### PDN straps and rails, run 1

The bar under the picture is 20 µm long. Pins as bars on the die edge. Tap cells in gray.
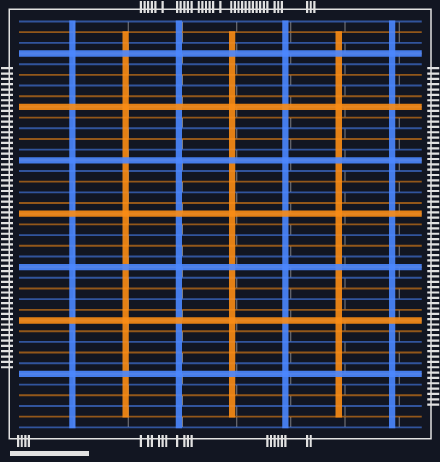
### Cells colored by class, run 1

The bar under the picture is 20 µm long.
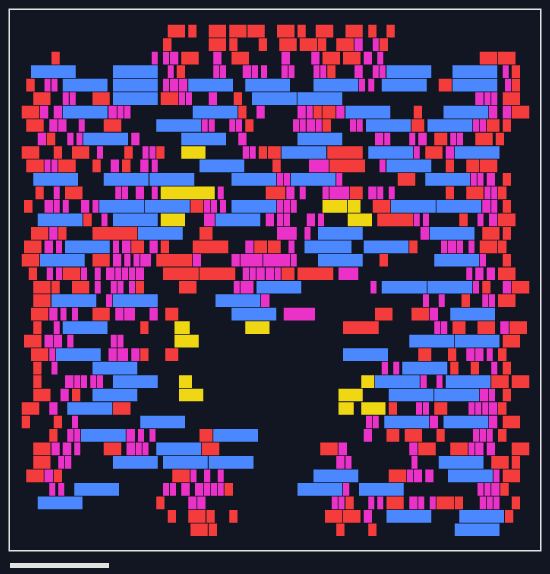
### Clock wires, drivers and flops, run 1

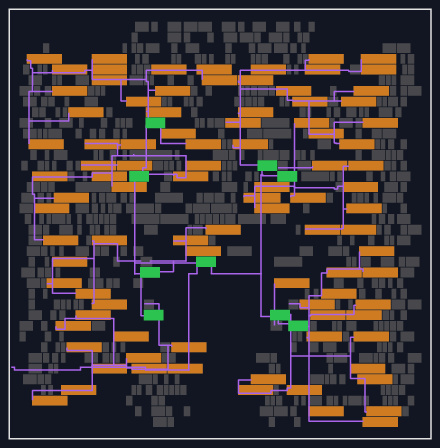
### Metal layers overlaid, run 1

The bar under the picture is 20 µm long. Only two layers are drawn.
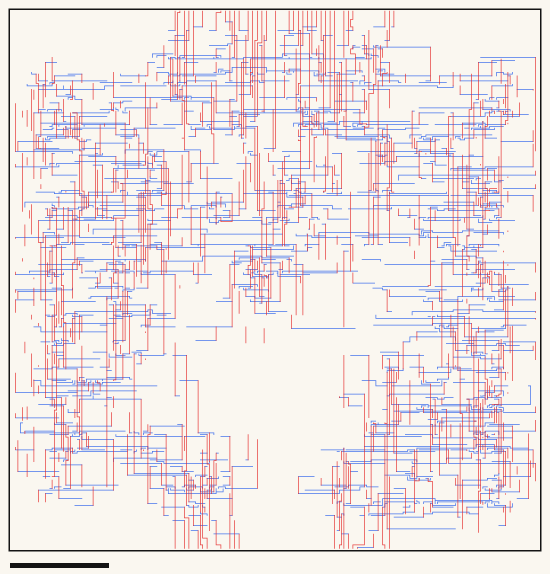
===== src/rtl/ahbl_sram_ctrl.sv =====
// SRAM control stage behind the AHB-Lite slave: one request in, one SRAM access,
// one-cycle ack out, with optional wait states ahead of each access.
//
// state  | meaning
// IDLE   | waiting for a request pulse; capture address/data/size on request
// WAIT   | counting down inserted wait states before the RAM access
// ACCESS | RAM strobe (write or read) driven for one cycle
// RDCAP  | RAM read data arrives and is registered onto sramahb_rdata
// ACK    | one-cycle completion pulse to the slave interface
module ahbl_sram_ctrl #(
   parameter int AHB_DWIDTH  = 32,
   parameter int RAM_AWIDTH  = 14,
   parameter int WAIT_STATES = 0
) (
   input  logic                  HCLK,
   input  logic                  HRESETN,
   input  logic                  ahbsram_req,
   input  logic                  ahbsram_write,
   input  logic [AHB_DWIDTH-1:0] ahbsram_wdata,
   input  logic [2:0]            ahbsram_size,
   input  logic [19:0]           ahbsram_addr,
   output logic                  sramahb_ack,
   output logic [AHB_DWIDTH-1:0] sramahb_rdata,
   output logic                  BUSY,
   output logic [RAM_AWIDTH-1:0] ram_addr,
   output logic [AHB_DWIDTH-1:0] ram_wdata,
   output logic [3:0]            ram_ben,
   output logic                  ram_wen,
   output logic                  ram_ren,
   input  logic [AHB_DWIDTH-1:0] ram_rdata
);

   typedef enum logic [2:0] {
      ST_IDLE,
      ST_WAIT,
      ST_ACCESS,
      ST_RDCAP,
      ST_ACK
   } state_t;

   localparam logic [2:0] WS_LOAD = (WAIT_STATES > 0) ? 3'(WAIT_STATES - 1) : 3'd0;

   state_t     state, state_nxt;
   logic [2:0] wait_cnt;
   logic       wr_q;
   logic       capture;
   logic       access_wr;
   logic [3:0] ben_nxt;
   logic       unused_addr_hi;

   // Upper address bits alias onto the RAM; they are deliberately dropped.
   assign unused_addr_hi = ^ahbsram_addr[19:RAM_AWIDTH+2];

   assign capture   = (state == ST_IDLE) && ahbsram_req;
   assign access_wr = capture ? ahbsram_write : wr_q;

   always_comb begin
      ben_nxt = 4'b1111;
      if (ahbsram_size == 3'd0) begin
         ben_nxt = 4'b0001 << ahbsram_addr[1:0];
      end else if (ahbsram_size == 3'd1) begin
         ben_nxt = ahbsram_addr[1] ? 4'b1100 : 4'b0011;
      end
   end

   always_comb begin
      state_nxt = state;
      case (state)
         ST_IDLE: begin
            if (ahbsram_req) begin
               state_nxt = (WAIT_STATES > 0) ? ST_WAIT : ST_ACCESS;
            end
         end
         ST_WAIT: begin
            if (wait_cnt == 3'd0) begin
               state_nxt = ST_ACCESS;
            end
         end
         ST_ACCESS: state_nxt = wr_q ? ST_ACK : ST_RDCAP;
         ST_RDCAP:  state_nxt = ST_ACK;
         ST_ACK:    state_nxt = ST_IDLE;
         default:   state_nxt = ST_IDLE;
      endcase
   end

   // Strobes, ack and BUSY are registered from the next state so they line up
   // with the state they describe and come straight out of flops.
   always_ff @(posedge HCLK or negedge HRESETN) begin
      if (!HRESETN) begin
         state         <= ST_IDLE;
         wait_cnt      <= 3'd0;
         wr_q          <= 1'b0;
         ram_addr      <= '0;
         ram_wdata     <= '0;
         ram_ben       <= 4'b0000;
         ram_wen       <= 1'b0;
         ram_ren       <= 1'b0;
         sramahb_ack   <= 1'b0;
         sramahb_rdata <= '0;
         BUSY          <= 1'b0;
      end else begin
         state <= state_nxt;
         if (capture) begin
            wr_q      <= ahbsram_write;
            ram_wdata <= ahbsram_wdata;
            ram_addr  <= ahbsram_addr[RAM_AWIDTH+1:2];
            ram_ben   <= ben_nxt;
            wait_cnt  <= WS_LOAD;
         end else if ((state == ST_WAIT) && (wait_cnt != 3'd0)) begin
            wait_cnt <= wait_cnt - 3'd1;
         end
         ram_wen     <= (state_nxt == ST_ACCESS) && access_wr;
         ram_ren     <= (state_nxt == ST_ACCESS) && !access_wr;
         sramahb_ack <= (state_nxt == ST_ACK);
         BUSY        <= (state_nxt != ST_IDLE);
         if (state == ST_RDCAP) begin
            sramahb_rdata <= ram_rdata;
         end
      end
   end

endmodule


===== config.mk =====
export PLATFORM = sky130hd
export DESIGN_NAME = ahbl_sram_ctrl
export DESIGN_NICKNAME = d
export VERILOG_FILES = /design/src/rtl/ahbl_sram_ctrl.sv
export SDC_FILE = /design/constraint.sdc
export NUM_CORES = 1
export LEC_CHECK = 0
export ABC_AREA = 1
export CAP_MARGIN = 20
export CORE_AREA = 2 2 105 107
export DETAILED_ROUTE_END_ITERATION = 8
export DIE_AREA = 0 0 107 109
export HOLD_SLACK_MARGIN = 0.06
export PLACE_DENSITY = 0.71
export SYNTH_ARGS = -nofsm -noshare
export SYNTH_HDL_FRONTEND = slang
export SYNTH_SLANG_ARGS = --single-unit

===== constraint.sdc =====
create_clock -name HCLK -period 1.55 [get_ports HCLK]
set_clock_uncertainty 0.2 [all_clocks]
set_input_delay 0.3875 -clock HCLK [delete_from_list [all_inputs] [get_ports HCLK]]
set_output_delay 0.3875 -clock HCLK [all_outputs]
set_load 0.01 [all_outputs]

==> results.tsv, run 1 <==
metric	value	unit
status	completed	
Critical Path Max Stage Delay	0.40	ns
multi-input gate count	287	
CTS Sinks	93	
Non-CTS buffers	204	
worst r2r dst	BUSY	
share of layout cells above drive strength 1	23.58	%
CTS Root Buffer Type	clkbuf_8	
cell total in the yosys stat output	422	
top cells, area	dfrtp_1, nand2_1, nand3_1	
wl on met1	4.599	mm
Fillers	961	
Detail Route Antenna Nets	0	
Slew Limit Headroom	83.44	%
nets@finish	704	
Syn Inst Count	422	
Crit path arrival time	0.89	ns
IO Pins	177	
clock buffer depth	2	
Avg Cell Area, Syn	8.951	µm²
worst-margin pin slew	0.2484	ns
first-pass GRT wire length	16.42	mm
min cycle time layout	1.482	ns
clk tree area frac	3.403	%
Required @ worst endpoint	0.96	ns
Clock buffer cells	9	
Leading power group	combinational logic	
met2 wire len	4.500	mm
final core occ	53.75	%
clk slew on worst S/H paths	0.10	ns
synthesis-stage register bit count	93	
top logic cells by instance count in the layout	nand2_1, dfrtp_1, buf_2	
Max Transition Viols Final	0	
R2R Setup Slk	0.08	ns
DRT Pass-1 Iters	6	
P_int	0.006654	W
worst hold path class	in2async	
Post-CTS Setup Bufs	10	
max-cap viol count	0	
Top Layer Used	met4	
Final Hold Violation Tally	0	
H-tree levels	3	
post-synth cell types	18	
Cell Pwr Density	1946	mW/mm²
vias in the first global route	3435	
initial antenna violation count	0	
Synth top cell by count	nand2_1	
Dominant flop cell	dfrtp_1	
About 'PDN straps and rails':
Key: blue = VSS; orange = VDD
The core has 38 rows. 39 met1 rails follow the rows. 177 signal pins sit on the boundary. 7 straps on met5. 7 straps on met4.
maximum vdd drop: 1.106 mV
die width: 107 µm
die height: 109 µm
core area: 0.01060 mm²

About 'Cells colored by class':
Key: blue = flip-flops [cells 93]; magenta = all other logic [cells 303]; red = other buffers and delay cells [cells 204]; yellow = clock drivers and dummy loads [cells 15]
Seq/total area: 40.86%
FP Rows: 38

About 'Clock wires, drivers and flops':
Key: purple = clock wires [length 1090 µm]; orange = flip-flops [count 93]; green = cells driving clock nets [count 9]
There are 10 routed clock nets.
clock network fraction of total power: 14.4%
clk latency late pin: 0.35 ns
Clk power: 0.00160 W

About 'Metal layers overlaid':
Key: blue = met1 [wire length 4600 µm]; red = met2 [wire length 4500 µm]
total number of vias: 3517
GRT Total Usage: 17.58%
routed wire length: 10.23 mm
routed len/inst: 13.54 µm

==> run 1: layer usage <==
metal / up-vias / global-route usage (%)
met5: - / 0
met4: 0 / 4.453
met3: 8 / 5.678
met2: 149 / 27.12
met1: 1648 / 24.16
li1: 1712 / -
==> run 1: worst max-delay path by stage <==
stage	startpoint	end	slack, ns	cells past startpoint
2_1_floorplan	wait_cnt[0]	wait_cnt[0]	0.09	7
3_3_place_gp	ahbsram_req	ram_wdata[9]	-0.28	7
4_1_cts	sramahb_ack	sramahb_ack	0.003	1
5_1_grt	state[2]	wait_cnt[0]	-0.01	5
6_report	ram_addr[1]	ram_addr[1]	0.07	1
3_5_place_dp	ahbsram_req	ram_wdata[27]	-0.30	7
### Placed standard cells, run 1

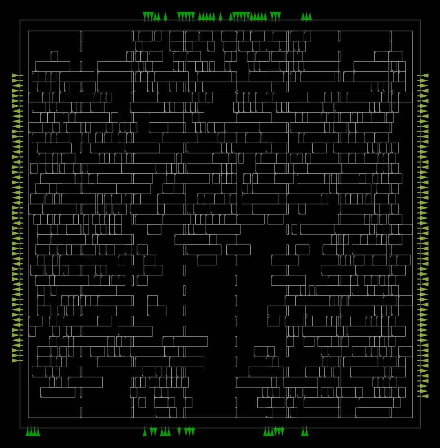

==> run 2: changes to the inputs <==
--- a/config.mk
+++ b/config.mk
@@ -11,7 +11,9 @@
 export DETAILED_ROUTE_END_ITERATION = 8
 export DIE_AREA = 0 0 107 109
 export HOLD_SLACK_MARGIN = 0.06
+export MAX_ROUTING_LAYER = met4
 export PLACE_DENSITY = 0.71
+export RECOVER_POWER = 100
 export SYNTH_ARGS = -nofsm -noshare
 export SYNTH_HDL_FRONTEND = slang
 export SYNTH_SLANG_ARGS = --single-unit
### Placed standard cells, run 2

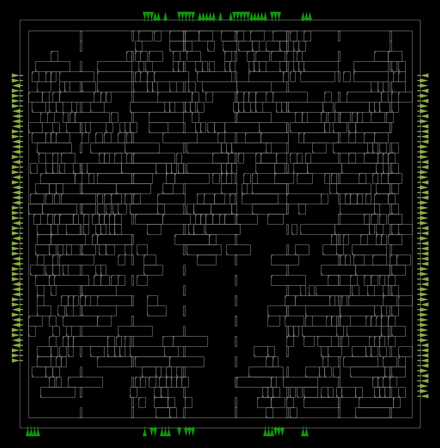
final core occ: 53.60%
Seq/total area: 40.97%

==> run 2 against run 1 <==
- total power hardly changed
- highest routed layer unchanged
- critical endpoint unchanged
- die area stayed put
- sequential cell count stayed put
- combinational power hardly changed
- via count is 0.43% lower
- global-route usage is 0.54 points higher
- register-to-register slack hardly changed
- clock power hardly changed
- critical path depth stayed put
- sequential power hardly changed
- synthesized cell count stayed put
==> results.tsv, run 2 <==
metric	value	unit
Final Hold Violation Tally	0	
Worst setup endpoint	ram_addr[1]	
Clk power	0.00160	W
clk latency late pin	0.35	ns
vias in the first global route	3434	
Dominant flop cell	dfrtp_1	
min cycle time layout	1.481	ns
synthesis-stage register bit count	93	
clock buffer depth	2	
IO Pins	177	
post-synth cell types	18	
share of layout cells above drive strength 1	23.58	%
GRT Total Usage	18.12	%
H-tree levels	3	
die height	109	µm
routed len/inst	13.57	µm
core area	0.01060	mm²
wl on met1	4.712	mm
worst-margin pin slew	0.4439	ns
status	completed	
worst r2r dst	BUSY	
cell total in the yosys stat output	422	
Syn Inst Count	422	
Avg Cell Area, Syn	8.951	µm²
### PDN straps and rails, run 2

The bar under the picture is 20 µm long. Pins as bars on the die edge. Tap cells in gray.
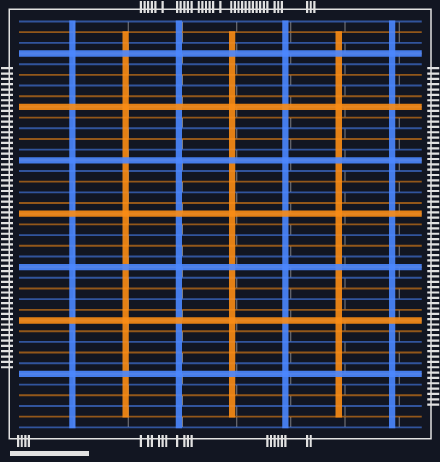
Key: blue = VSS; orange = VDD
7 straps on met4. The core has 38 rows. 140 tap cells.
maximum vdd drop: 1.108 mV

[run 2: cell counts after synthesis]
No cell type changed its count.
[run 2: area by class of cell]
type	instances	share of cell area, %
Inverter	16	1.057
Tap cell	140	3.082
Clock inverter	6	1.233
Clock buffer	9	2.180
Multi-Input combinational cell	287	22.46
Timing Repair Buffer	204	29.02
Sequential cell	93	40.97
[run 2: timing repair]
action                                 in CTS  in global routing
resized                                   345                 10
hold buffers                                1                  0
setup endpoints to repair                  90                 56
pin swaps                                   0                  4
gates cloned                                0                  1
endpoints found under the hold margin      93                  0
setup buffers                              10                  6
[run 2: cell families (layout without fill, tap and decap cells)]
kind of cell	Yosys count	in the layout	synth area share [%]
fa+ha+maj	2	2	0.6624
compound gates	12	12	1.590
simple gates	273	273	30.67
flops	93	93	61.61
buf+inv	42	235	5.465
### Cells colored by class, run 2

The bar under the picture is 20 µm long.
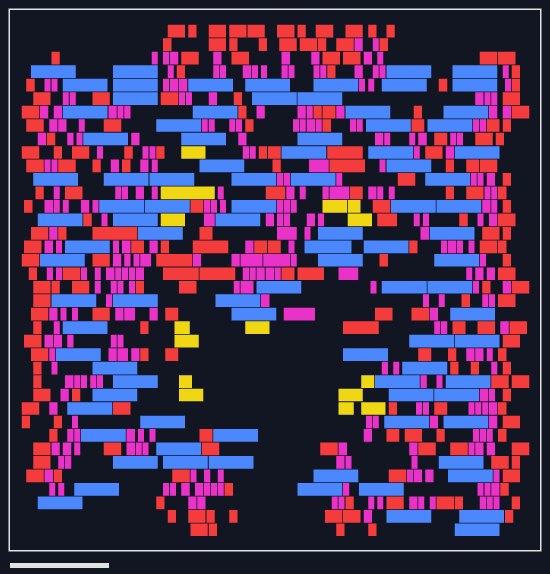

==> run 3: changes to the inputs <==
--- a/config.mk
+++ b/config.mk
@@ -6,6 +6,7 @@
 export NUM_CORES = 1
 export LEC_CHECK = 0
 export ABC_AREA = 1
+export ABC_CLOCK_PERIOD_IN_PS = 1290
 export CAP_MARGIN = 20
 export CORE_AREA = 2 2 105 107
 export DETAILED_ROUTE_END_ITERATION = 8
==> constraint.sdc (replaced) <==
create_clock -name HCLK -period 1.29 [get_ports HCLK]
set_clock_uncertainty 0.2 [all_clocks]
set_input_delay 0.3225 -clock HCLK [delete_from_list [all_inputs] [get_ports HCLK]]
set_output_delay 0.3225 -clock HCLK [all_outputs]
set_load 0.01 [all_outputs]
### Cells colored by class, run 3

The bar under the picture is 20 µm long.
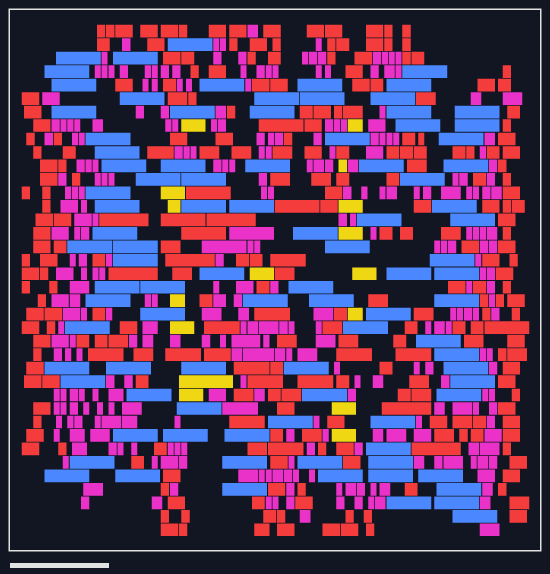
Seq/total area: 33.78%
final instance area: 0.006890 mm²

### Clock wires, drivers and flops, run 3

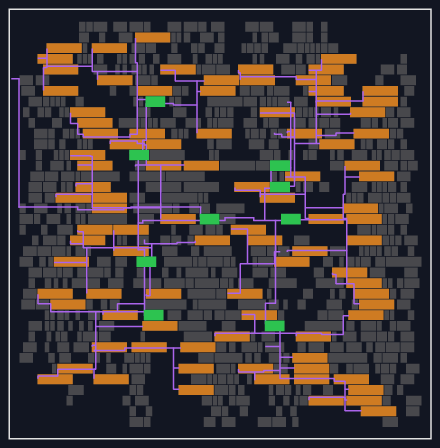
Key: orange = flip-flops [count 93]; green = cells driving clock nets [count 9]; purple = clock wires [length 1110 µm]
Position of the flops: widely spread. There are 10 routed clock nets.
Clk power: 0.00203 W
clock network fraction of total power: 12.1%

==> run 3 against run 2 <==
- the run now ends with negative setup slack left
- wire length is 26% higher
- hold slack hardly changed
- synthesized cell count stayed put
- via count is 9.1% higher
==> results.tsv, run 3 <==
metric	value	unit
status	finished with violations	
failing checks	negative setup slack	
die height	109	µm
Adder Area Share	0.6625	%
worst setup margin	-0.1945	ns
total number of vias	3821	
final setup vio count	177	
synthesis-stage register bit count	93	
share of layout cells above drive strength 1	40.27	%
multi-input gate count	288	
Crit path arrival time	1.52	ns
die width	107	µm
Critical Path Max Stage Delay	0.42	ns
Detail Route Antenna Nets	0	
CTS Sinks	93	
top logic cells by instance count in the layout	nand2_1, dfrtp_1, clkdlybuf4s50_1	
GR Layer Usage met3	4.065	%
Inverters, non-clock	16	
Max Transition Viols Final	0	
clock buffer depth	2	
DRT Pass-1 Iters	6	
met1 Usage GRT	24.98	%
GRT Total Usage	20.45	%
Syn Inst Count	422	
dominant kind of cell by area	buffers	
vias in the first global route	3658	
Leading power group	combinational logic	
XOR/XNOR Fraction of Synth Area	0	%
CTS Root Buffer Type	clkbuf_8	
Clock buffer cells	10	
## run 3: worst max path at each step
stage          slack [ns]  cells past startpoint            to         start
6_report            -0.19                      6    ram_ben[2]      state[0]
3_5_place_dp        -0.57                      7    ram_ben[0]   ahbsram_req
2_1_floorplan       -0.09                      6   ram_addr[0]      state[2]
3_3_place_gp        -0.56                      7       ram_wen   ahbsram_req
4_1_cts             -0.15                      1  ram_wdata[9]  ram_wdata[9]
5_1_grt             -0.26                      6    ram_ben[2]      state[0]
## run 3: worst min-delay path, cell delays in order, from the launching register on
cell	delay [ns]
dfrtp_1	0.35
nand2_1	0.05
nand2_1	0.05
## run 3: what timing repair did
action,4_1_cts,5_1_grt
hold buffers,1,0
gates resized,411,71
gates cloned,7,8
buffers inserted,20,31
endpoints found under the hold margin,93,0
pin swaps,25,18
setup endpoints to repair,177,179
Power and IR drop assume default switching activity.
